==> config.mk <==
export PLATFORM = sky130hd
export DESIGN_NAME = entry_conditioner
export DESIGN_NICKNAME = d
export VERILOG_FILES = /design/src/rtl/entry_conditioner.sv
export SDC_FILE = /design/constraint.sdc
export NUM_CORES = 1
export LEC_CHECK = 0
export CAP_MARGIN = 20
export CORE_ASPECT_RATIO = 1.4
export CORE_MARGIN = 3
export CORE_UTILIZATION = 60
export DETAILED_ROUTE_END_ITERATION = 10
export GPL_TIMING_DRIVEN = 0
export PLACE_DENSITY_LB_ADDON = 0.15
export SYNTH_ARGS = -nofsm -noshare
export SYNTH_HDL_FRONTEND = slang
export SYNTH_SLANG_ARGS = --single-unit
==> constraint.sdc <==
create_clock -name clock -period 4.5 [get_ports clock]
set_input_delay 0.675 -clock clock [delete_from_list [all_inputs] [get_ports clock]]
set_output_delay 0.675 -clock clock [all_outputs]
set_load 0.05 [all_outputs]
==> src/rtl/entry_conditioner.sv <==
// Button/digit input conditioner ahead of the combination-lock FSM: synchronizes, debounces,
// emits one strobe per clean press and counts entries. Optional macro: INVALID_DIGIT_BLOCK_EN.
module entry_conditioner #(
  parameter int DEBOUNCE_CYCLES = 500000,
  parameter int SYNC_STAGES     = 2,
  parameter int MAX_DIGIT       = 9,
  parameter int SEQ_LEN         = 6
) (
  input  logic       clock,
  input  logic       reset,
  input  logic       insere_raw_n,
  input  logic [3:0] number_raw,
  output logic       insere_strobe_n,
  output logic [3:0] number_out,
  output logic       digit_valid,
  output logic       digit_invalid,
  output logic [2:0] entry_count,
  output logic       seq_full
);

  localparam int          CW       = $clog2(DEBOUNCE_CYCLES + 1);
  localparam logic [CW-1:0] CNT_LAST = CW'(DEBOUNCE_CYCLES - 1);
  localparam logic [3:0]  MAX_D    = 4'(MAX_DIGIT);
  localparam logic [2:0]  SEQ_MAX  = 3'(SEQ_LEN);

  typedef enum logic [2:0] {
    IDLE         = 3'd0,
    PRESS_WAIT   = 3'd1,
    FIRE         = 3'd2,
    HELD         = 3'd3,
    RELEASE_WAIT = 3'd4
  } state_t;

  logic [SYNC_STAGES-1:0]      btn_sync;
  logic [SYNC_STAGES-1:0][3:0] num_sync;
  logic                        btn_s;
  logic [3:0]                  num_s;
  logic                        num_ok;
  state_t                      state;
  logic [CW-1:0]               count;

  assign btn_s    = btn_sync[SYNC_STAGES-1];
  assign num_s    = num_sync[SYNC_STAGES-1];
  assign num_ok   = (num_s <= MAX_D);
  assign seq_full = (entry_count == SEQ_MAX);

  // Metastability chains; the button idles released so no press is seen out of reset.
  always_ff @(posedge clock or posedge reset) begin
    if (reset) begin
      btn_sync <= '1;
      num_sync <= '0;
    end else begin
      btn_sync <= {btn_sync[SYNC_STAGES-2:0], insere_raw_n};
      num_sync <= {num_sync[SYNC_STAGES-2:0], number_raw};
    end
  end

  // Debounce FSM; the fire outputs are registered on the edge that enters FIRE,
  // so they are visible exactly while the FSM sits in FIRE.
  always_ff @(posedge clock or posedge reset) begin
    if (reset) begin
      state           <= IDLE;
      count           <= '0;
      insere_strobe_n <= 1'b1;
      number_out      <= 4'd0;
      digit_valid     <= 1'b0;
      digit_invalid   <= 1'b0;
      entry_count     <= 3'd0;
    end else begin
      insere_strobe_n <= 1'b1;
      digit_valid     <= 1'b0;
      digit_invalid   <= 1'b0;
      case (state)
        IDLE: begin
          count <= '0;
          if (!btn_s) begin
            state <= PRESS_WAIT;
          end else begin
            state <= IDLE;
          end
        end
        PRESS_WAIT: begin
          if (btn_s) begin
            state <= IDLE;
            count <= '0;
          end else if (count == CNT_LAST) begin
            state         <= FIRE;
            count         <= '0;
            digit_valid   <= num_ok;
            digit_invalid <= !num_ok;
`ifdef INVALID_DIGIT_BLOCK_EN
            if (num_ok) begin
              insere_strobe_n <= 1'b0;
              number_out      <= num_s;
              if (entry_count < SEQ_MAX) begin
                entry_count <= entry_count + 3'd1;
              end else begin
                entry_count <= entry_count;
              end
            end else begin
              number_out <= number_out;
            end
`else
            insere_strobe_n <= 1'b0;
            number_out      <= num_s;
            if (entry_count < SEQ_MAX) begin
              entry_count <= entry_count + 3'd1;
            end else begin
              entry_count <= entry_count;
            end
`endif
          end else begin
            count <= count + CW'(1);
          end
        end
        FIRE: begin
          state <= HELD;
          count <= '0;
        end
        HELD: begin
          count <= '0;
          if (btn_s) begin
            state <= RELEASE_WAIT;
          end else begin
            state <= HELD;
          end
        end
        RELEASE_WAIT: begin
          if (!btn_s) begin
            state <= HELD;
            count <= '0;
          end else if (count == CNT_LAST) begin
            state <= IDLE;
            count <= '0;
          end else begin
            count <= count + CW'(1);
          end
        end
        default: begin
          state <= IDLE;
          count <= '0;
        end
      endcase
    end
  end

endmodule
clocks.png
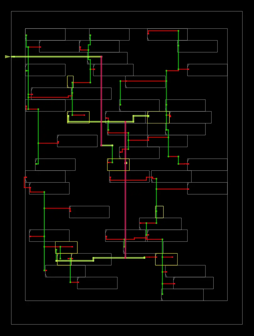
Late-Pin Clk Latency: 290 ps
sequential cells: 42
Clock Power: 0.000231 W
clock sinks: 42

wires.png
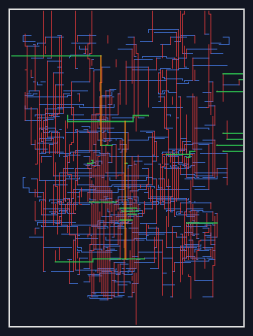
- orange: metal 4 (wire length 51.7 um)
- red: metal 2 (wire length 1900 um)
- blue: metal 1 (wire length 1300 um)
- green: metal 3 (wire length 129 um)
GRT Total Usage: 20.8%
via count: 1355

clk_routes.png
Scale bar: 20 um.
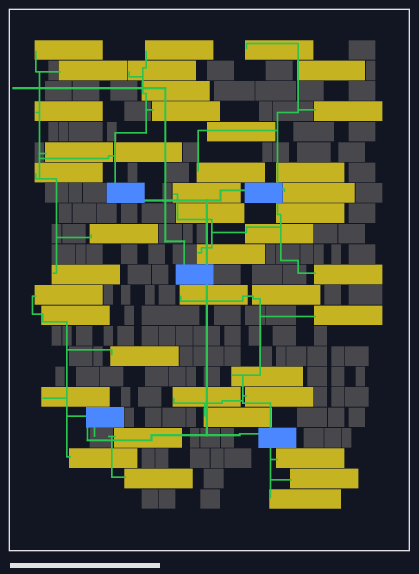
- blue: clock drivers (count 5)
- green: clock wires (length 428 um)
- yellow: flip-flops (count 42)
- routed clock nets: 6
- flops lie: spread over the die
skew final: 8.36 ps
clock network fraction of total power: 36.0%

==> run summary <==
Slowest-stage cell, CP = clkdlybuf4s50_1
Post-synth EDFFs = 0
Placed Instances = 217
Critical path cell sequence = inv_1, ha_1, and2_1, clkdlybuf4s50_1
Switch share = 21.9%
RSZ-0062 raised after global routing = no
Most numerous logic cell after layout = dfrtp_1
CP Depth = 4
Top cells by count = 39 x dfrtp_1, 19 x nor2_1, 11 x nand4_1
Final antenna-violating net count = 0
Syn Nets = 173
Most Crowded Layer GR = met2
VDD IR-drop max = 267 uV
CP max stage delay = 800 ps
H-tree Lvls = 2
Seq pwr = 0.000389 W
R2R cell count = 7
Multi-input comb cells = 111
Startpoint Class = flip-flop
Num CTS Buffers = 5
Final hold slack = 356 ps
Post-DP Area = 2080 um^2
Mux cell area share = 3.22%
Total power = 0.000643 W
Repair and plain buffers = 21
Detailed-route wire length per cell = 15.0 um
Fa+ha+maj area frac = 2.01%
Logic share of the area = 35.1%
Layout Cells excl Fill = 225
Nonclk inv count = 6
Root Driver = clkbuf_8
Outcome = finished clean
Post-CTS setup buffers = 0
Delay-heaviest family, CP = buffers and inverters
Hold buffers post-CTS = 0
Area leader share = 52.3%
CP required = 3830 ps
Syn Std Cell Area = 1870 um^2
Worst slew margin = 44.7%
Gate power share = 3.5%
Pleak = 0.914 nW
Drt first-iter violations = 49
Post-CTS sizing = 0
Routing usage on met1 = 22.1%
# rows = 23
HP Class = reg -> reg
Largest net degree at the start of global routing = 43
Max frequency = 0.393 GHz
GR Overflow Total = 0
Tool warnings = 27
Clock Network Area Fraction = 3.98%
Final setup fails = 0
Clock Path Buffers = 2
Critical Path Sink = seq_full
Die x size = 53.1 um
Crit Path Category = reg -> out
Non-clock buffer share = 9.06%
Initial core utilization = 64.2%
Basic Gates by Area = 21.3%
Yosys Instances = 163
Async S/R FF share, synth = 100%
Post-synthesis cell type count = 39
Area leader, netlist = dfrtp_1
Buf+Inv Stages, Crit Path = 2
Number of nets in the layout = 197
Storage element area = 1050 um^2
Share of layout cells above drive strength 1 = 11.7%
Worst setup margin = 1950 ps
Worst Tran Pin Value = 829 ps
Syn Area/Cell = 11.4 um^2
Most common cell in the netlist = dfrtp_1
Crit end category = output port
Core Box Area = 2910 um^2
Net Switching = 0.000140 W
Chip area = 3820 um^2
DR top layer = met4
Area share of xor/xnor cells in the synthesized design = 6.57%
Vias/cell = 6.02
Seq cells post-synth = 42
Logic power comb = 0.0000227 W
Yosys warns = 0
Top class by area = flip-flops and latches
DR WL met2 = 1900 um
Critical R2R Capture = count[16]
Post-synthesis sequential area ratio = 56.5%
Reg2reg setup slack = 2070 ps
Ranking of synthesized cells by area = dfrtp_1 52%, xor2_1 4.7%, dfstp_2 4.2%, nor2_1 3.8%, nand4_1 3.7%
Final instance area = 2170 um^2
P_int = 0.000502 W
Synth Instances = 163
Flop pwr share = 60.5%
Detailed Routing Iterations Pass 1 = 4
Final hold viol count = 0
Final worst path period share = 56.6%
Clock buffer count = 6
Dominant power group = sequential cells
GRT met3 Usage = 5.75%
Final Max Tran Viols = 0
Logic area = 762 um^2
Setup crit start = entry_count[0]
Met3 WL = 129 um
Max_cap viols = 0
First-pass GRT wire length = 5910 um
DRC viols = 0
Largest logic family = simple AND/OR/NAND/NOR gates
CP arrival = 1870 ps
Setup TNS = 0 ps
Vert. Die Dim = 72.0 um
Seq/total area = 48.6%
Met1 WL = 1300 um
Dominant flop cell = dfrtp_1
GPL Wtd Cong = 0.852
IO Port Bufs = 17
Reg with most FFs = count
Filler cell count = 212
HP Start = num_sync[0]
Vias in the first global route = 1395
Post-layout util = 74.6%
N_diodes = 0
FF-to-FF Start = count[0]
Power Dens Cells = 296 nW/um^2
Hold Path End = num_s[0]
Layout area overhead = 16.2%
Max FFs per register = 19
Tapcells = 37
Yosys Chip Area = 1870 um^2
TritonCTS clock tree = done
Routed WL = 3370 um
Hold path cells = 0
DPL Wire Length = 2450 um
Pre-CTS WS = 2050 ps
Crit path time final = 2550 ps
Crit-path max FO = 3
CTS clk-pin slew, worst paths = 80 ps
Yosys aoi share = 7.71%
Ports = 18
Power is estimated from default activity; no workload was simulated.
